<file path="src/rtl/comparador_serial_izqder_pkg.sv">
// Shared encodings for the serial MSB-first digit comparator: FSM states,
// carry (f,g) codes and default operand geometry.
package comparador_serial_izqder_pkg;

  localparam int NUM_DIG_DEF = 4;
  localparam int DIG_W_DEF   = 3;

  localparam logic [1:0] ST_IDLE = 2'd0;
  localparam logic [1:0] ST_RECV = 2'd1;
  localparam logic [1:0] ST_FIN  = 2'd2;

  // Carry is {f,g}; 2'b11 never occurs.
  localparam logic [1:0] CARRY_EQ = 2'b00;
  localparam logic [1:0] CARRY_GT = 2'b10;
  localparam logic [1:0] CARRY_LT = 2'b01;

endpackage

</file>
<file path="src/rtl/comparador_serial_izqder_celda.sv">
// Next-carry cell, purely combinational (0 cycles); no handshake.
// Once a decision has been made the carry sticks, since a more significant digit wins.
module celda_izqder
  import comparador_serial_izqder_pkg::*;
#(
  parameter int DIG_W = DIG_W_DEF
) (
  input  logic             f_in,
  input  logic             g_in,
  input  logic [DIG_W-1:0] a_dig,
  input  logic [DIG_W-1:0] b_dig,
  output logic             f_out,
  output logic             g_out
);

  always_comb begin
    f_out = f_in;
    g_out = g_in;
    if ({f_in, g_in} == CARRY_EQ) begin
      f_out = (a_dig > b_dig);
      g_out = (a_dig < b_dig);
    end
  end

endmodule

</file>
<file path="src/rtl/comparador_serial_izqder.sv">
// Serial MSB-first comparator of two NUM_DIG-digit operands; done and the flags
// appear one cycle after the last accept. in_valid/in_ready handshake, where in_valid=0 stalls.
module comparador_serial_izqder
  import comparador_serial_izqder_pkg::*;
#(
  parameter int NUM_DIG = NUM_DIG_DEF,
  parameter int DIG_W   = DIG_W_DEF
) (
  input  logic             clk,
  input  logic             rst,
  input  logic             start,
  input  logic             in_valid,
  output logic             in_ready,
  input  logic [DIG_W-1:0] a_dig,
  input  logic [DIG_W-1:0] b_dig,
  output logic             busy,
  output logic             done,
  output logic             mayor,
  output logic             menor,
  output logic             igual
);

  localparam int CNT_W = $clog2(NUM_DIG + 1);
  localparam logic [CNT_W-1:0] LAST_IDX = CNT_W'(NUM_DIG - 1);

  logic [1:0]       state;
  logic [CNT_W-1:0] cnt;
  logic             f, g;
  logic             f_nxt, g_nxt;

  celda_izqder #(.DIG_W(DIG_W)) u_celda (
    .f_in  (f),
    .g_in  (g),
    .a_dig (a_dig),
    .b_dig (b_dig),
    .f_out (f_nxt),
    .g_out (g_nxt)
  );

  assign in_ready = (state == ST_RECV);
  assign busy     = (state != ST_IDLE);
  assign done     = (state == ST_FIN);

  always_ff @(posedge clk) begin
    if (rst) begin
      state <= ST_IDLE;
      cnt   <= '0;
      f     <= 1'b0;
      g     <= 1'b0;
      mayor <= 1'b0;
      menor <= 1'b0;
      igual <= 1'b0;
    end else begin
      case (state)
        ST_IDLE: begin
          if (start) begin
            state  <= ST_RECV;
            cnt    <= '0;
            {f, g} <= CARRY_EQ;
            mayor  <= 1'b0;
            menor  <= 1'b0;
            igual  <= 1'b0;
          end
        end
        ST_RECV: begin
          if (in_valid) begin
            cnt    <= cnt + 1'b1;
            f      <= f_nxt;
            g      <= g_nxt;
            // Flags are loaded on the last accept so they are valid during FIN.
            if (cnt == LAST_IDX) begin
              state <= ST_FIN;
              mayor <= ({f_nxt, g_nxt} == CARRY_GT);
              menor <= ({f_nxt, g_nxt} == CARRY_LT);
              igual <= ({f_nxt, g_nxt} == CARRY_EQ);
            end
          end
        end
        ST_FIN:  state <= ST_IDLE;
        default: state <= ST_IDLE;
      endcase
    end
  end

endmodule
</file>
<file path="config.mk">
export PLATFORM = sky130hd
export DESIGN_NAME = comparador_serial_izqder
export DESIGN_NICKNAME = d
export VERILOG_FILES = /design/src/rtl/comparador_serial_izqder_pkg.sv /design/src/rtl/comparador_serial_izqder_celda.sv /design/src/rtl/comparador_serial_izqder.sv
export SDC_FILE = /design/constraint.sdc
export NUM_CORES = 1
export LEC_CHECK = 0
export CAP_MARGIN = 30
export CORE_MARGIN = 2
export CORE_UTILIZATION = 40
export DETAILED_ROUTE_END_ITERATION = 7
export GPL_TIMING_DRIVEN = 0
export MAX_ROUTING_LAYER = met4
export PLACE_DENSITY = 0.71
export SLEW_MARGIN = 5
export SYNTH_ARGS = -nofsm -noshare
export SYNTH_HDL_FRONTEND = slang
export SYNTH_SLANG_ARGS = --single-unit
</file>
<file path="constraint.sdc">
create_clock -name clk -period 1.4 [get_ports clk]
set_clock_uncertainty 0.1 [all_clocks]
set_input_delay 0.14 -clock clk [delete_from_list [all_inputs] [get_ports clk]]
set_output_delay 0.14 -clock clk [all_outputs]
set_load 0.05 [all_outputs]
</file>
==> results.rst <==
Run summary
-----------

.. list-table::
   :header-rows: 1

   * - Metric
     - Value
   * - Result of the run
     - finished with violations
   * - Simple-Gate Area Share
     - 23.13%
   * - Commonest cells in the netlist
     - 10 x dfxtp_1, 7 x inv_1, 5 x ha_1
   * - Metal-1 WL
     - 605 µm
   * - Filler-free cell count of the finished design
     - 100
   * - Via density per instance
     - 5.450
   * - Total power after layout
     - 0.7177 mW
   * - Type of the worst setup path
     - register to register
   * - Proportion of synthesized chip area in sequential cells
     - 35.24%
   * - Final number of setup-violating endpoints
     - 2
   * - Number of I/O pins
     - 16
   * - CTS sink count
     - 10
   * - Share of async-settable or async-resettable flops after synthesis
     - 0%
   * - Core occupancy in the finished layout
     - 67.14%
   * - Clock latency at the later pin of the worst-skew pair
     - 0.27 ns
   * - Slew Limit Headroom
     - 67.27%
   * - Fraction of final layout cells with drive strength greater than 1
     - 38.82%
   * - Arrival time at the worst endpoint
     - 1.59 ns
   * - Critical Path RT
     - 1.51 ns
   * - Post-cts resize count
     - 35
   * - Die height
     - 41.69 µm
   * - Distinct lib cells
     - 29
   * - Pin count of the biggest net entering global routing
     - 11
   * - Top cells by area
     - dfxtp_1 35%, ha_1 11%, a32o_1 5.3%
   * - Drt first-iter violations
     - 7
   * - Final Hold Vio Count
     - 0
   * - CORE AREA
     - 1318 µm²
   * - Post-placement cell count
     - 94
   * - Yosys chip area
     - 568.0 µm²
   * - Starting density of the core
     - 43.11%
   * - Fmax
     - 678.5 MHz
   * - Post-layout period usage of the worst path
     - 105.3%
   * - Met3 Wirelength
     - 51 µm
   * - Buffers on Ports
     - 15
   * - GRT Max-Usage Layer
     - met2
   * - Level count of the clock H-tree
     - 1
   * - Peak supply drop
     - 555.7 µV
   * - Final worst setup slack
     - -0.07392 ns
   * - Register bit count reported by yosys
     - 10
   * - Filler cell count
     - 109
   * - Clock-pin slew on the worst setup and hold paths
     - 0.07 ns
   * - Tightest Pin Transition
     - 0.4928 ns
   * - Number of placement rows
     - 13
   * - Slowest cell on crit path
     - or4b_4
   * - Worst path cell trace
     - ha_4 -> ha_4 -> or4b_4 -> a21oi_2
   * - Maximum cell stage delay along the critical path
     - 0.51 ns
   * - Share of the synthesized area in the top cell type
     - 35.24%
   * - Most popular library cell in the synthesized design by count
     - dfxtp_1
   * - Violated checks
     - setup timing
   * - Antenna violations before repair
     - 0
   * - Total DRC errors in the routed layout
     - 0
   * - Delay-heaviest family, CP
     - simple AND/OR/NAND/NOR gates
   * - Number of max-slew violations in the final report
     - 0
   * - Metal2 WL
     - 599 µm
   * - Total of max-cap violations
     - 0
   * - Startpoint type of the worst setup path
     - register
   * - RSZ-0062 raised after global routing
     - true
   * - Tool warnings
     - 29
   * - Die W
     - 41.69 µm
   * - GR Util met3
     - 3.043%
   * - Ys cells
     - 64
   * - Mapped Nets
     - 79
   * - Overall chip area
     - 1738 µm²
   * - Power per unit of standard cell area
     - 811.4 nW/µm²
   * - Kind of capture point of the worst setup path
     - register
   * - Buffers plus inverters on the worst setup path
     - 0
   * - Post-CTS Setup Bufs
     - 2
   * - EDFF count, synth
     - 0
   * - Final Wtd Congestion
     - 0.7285
   * - Fin crit period
     - 1.474 ns
   * - Iteration count of the initial detailed-routing pass
     - 4
   * - Final nets
     - 101
   * - Mux share
     - 1.762%
   * - Mean cell area of the mapped netlist
     - 8.876 µm²
   * - Total negative slack
     - -0.09122 ns
   * - Post-Synthesis Cells
     - 64
   * - Minimum hold slack
     - 0.3600 ns
   * - Worst setup slack after placement
     - -0.5398 ns
   * - Synthesized-area fraction occupied by adder cells
     - 11.01%
   * - Leading area contributor after synthesis
     - dfxtp_1
   * - Root buffer cell
     - clkbuf_4
   * - Antenna Cells
     - 0
   * - Highest metal used
     - met4
   * - Synthesized area
     - 568.0 µm²
   * - Half-perimeter wire length after detailed placement
     - 888.1 µm
   * - Global route overflow
     - 0
   * - CP dominant cell by count
     - ha_4
   * - Number of synthesis warnings
     - 0
   * - Placed Area
     - 744.5 µm²
flip-flops by register name (all words and copies together) (netlist names):
register and flops:
f 1, g 1, state 2, cnt 3
menor 1, igual 1, mayor 1
cells in the final DEF (no fill, tap or decap), types with 2 or more instances in the layout:
cell,netlist,layout
a21oi_2,0,2
buf_4,0,3
dfxtp_2,0,4
nor2b_2,0,2
o21ai_0,3,3
dfxtp_1,10,6
nand2b_1,2,2
dlygate4sd2_1,0,5
inv_1,7,6
ha_4,0,3
nand4b_1,2,2
nor2_1,4,3
clkdlybuf4s50_1,0,6
clkbuf_4,0,3
a21oi_1,4,2
buf_6,0,4
a32o_1,3,3
report_power, final:
part,internal (mW),leakage [nW],switching [mW]
sequential,0.291,0.0827,0.00644
combinational,0.0748,0.274,0.0771
clock,0.158,0.0210,0.110
total,0.524,0.377,0.194
layout make-up:
type	count	area (µm²)	share of cell area, %
Sequential cell	10	205.2	23.20
Buffer	3	27.53	3.112
Timing Repair Buffer	17	161.4	18.25
Multi-Input combinational cell	44	409.1	46.25
Inverter	7	26.28	2.970
Tap cell	15	18.77	2.122
Clock buffer	4	36.28	4.102
worst paths after layout:
| path | startpoint | endpoint | slack [ns] | cells after the start |
|---|---|---|---|---|
| hold reg to reg | igual | igual | 0.36 | 1 |
| setup reg to reg | cnt[0] | cnt[2] | -0.07 | 4 |
| setup / recovery | cnt[0] | cnt[2] | -0.07 | 4 |
| hold / removal | igual | igual | 0.36 | 1 |
cells by family (layout without fill, tap and decap cells):
kind of cell             Yosys count  after routing
adder cells (fa/ha/maj)            5              5
AND-OR/OR-AND                     17             17
multiplexers                       1              1
buffers and inverters             10             31
flip-flops                        10             10
AND/OR/NAND/NOR                   21             21
Figure 1. Metal 1.
Cells faint in the background.
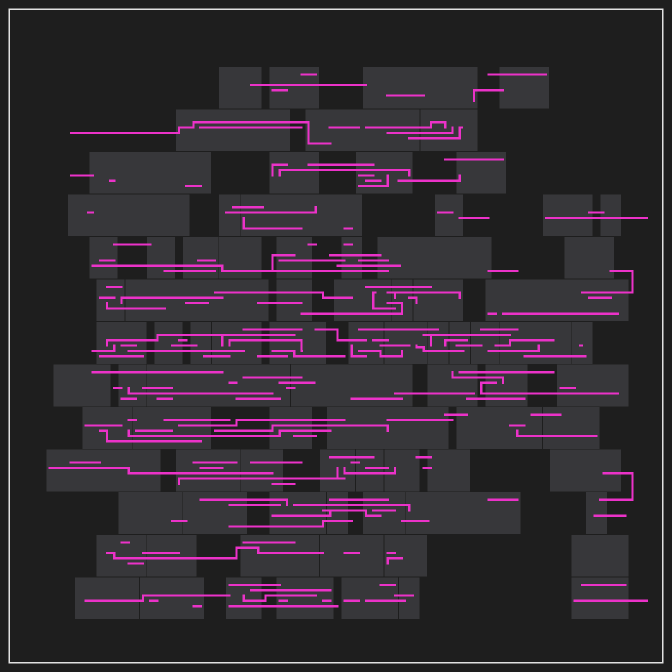
main direction = horizontal
longest straight run = 10.6 µm
share of all routed wire = 47%
Routed WL: 1276 µm
met1 track demand over resource in global routing: 17.96%

Figure 2. Met2 routing.
Scale bar: 10 µm.
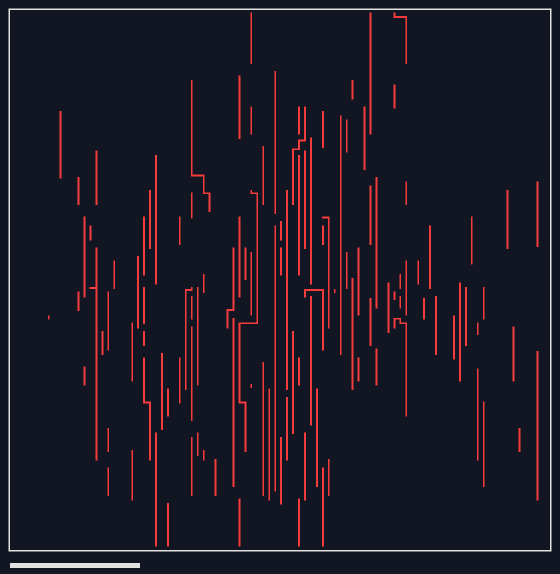
wire length on this layer = 600 µm
nets with wire on the layer = 89
longest straight run = 20.4 µm
met2 layer usage reported by global route: 25.94%
via count: 545

Figure 3. The metal 3 layer.
Scale bar: 10 µm.
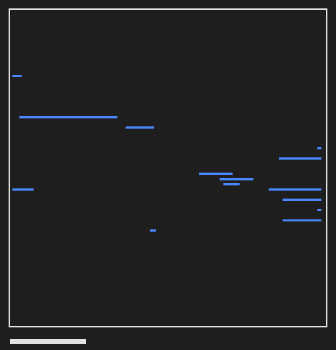
share of all routed wire = 4.1%
longest straight run = 12.6 µm
wire length on this layer = 52.0 µm
nets with wire on the layer = 12
main direction = horizontal

Figure 4. Wiring heat map.
Scale bar: 10 µm. The die is cut into 8 by 8 equal tiles; dark purple is low, yellow is high, scaled to the fullest tile. Values are wire area over tile area, all layers added.
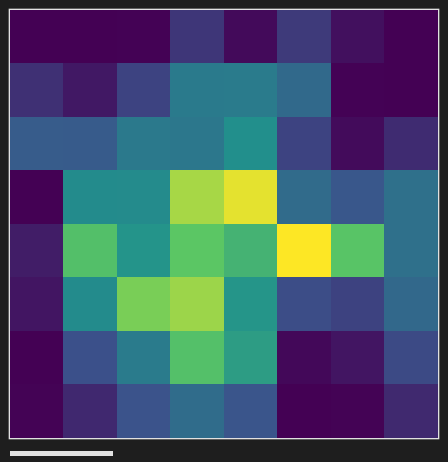
mean over tiles = 0.12
densest ninth of the die = center
fullest tile = 0.38
tiles over half the peak = 20%
emptiest ninth of the die = upper right
post-detailed-route wirelength per cell: 12.76 µm
global routing usage summed across all routing layers: 15.96%

Figure 5. Clock wiring as the flow saved it.
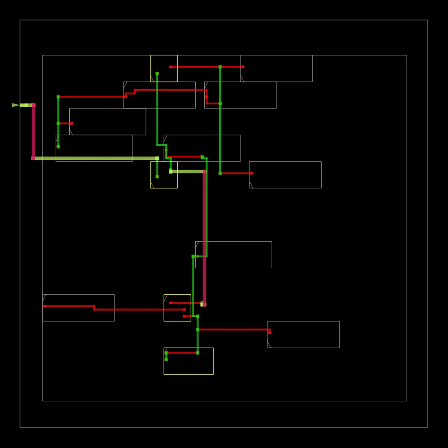
number of buffers added by the clock tree synthesis step: 3
Layout clock buffers: 4

No activity file was given, so power comes from the tool's default toggle rates.
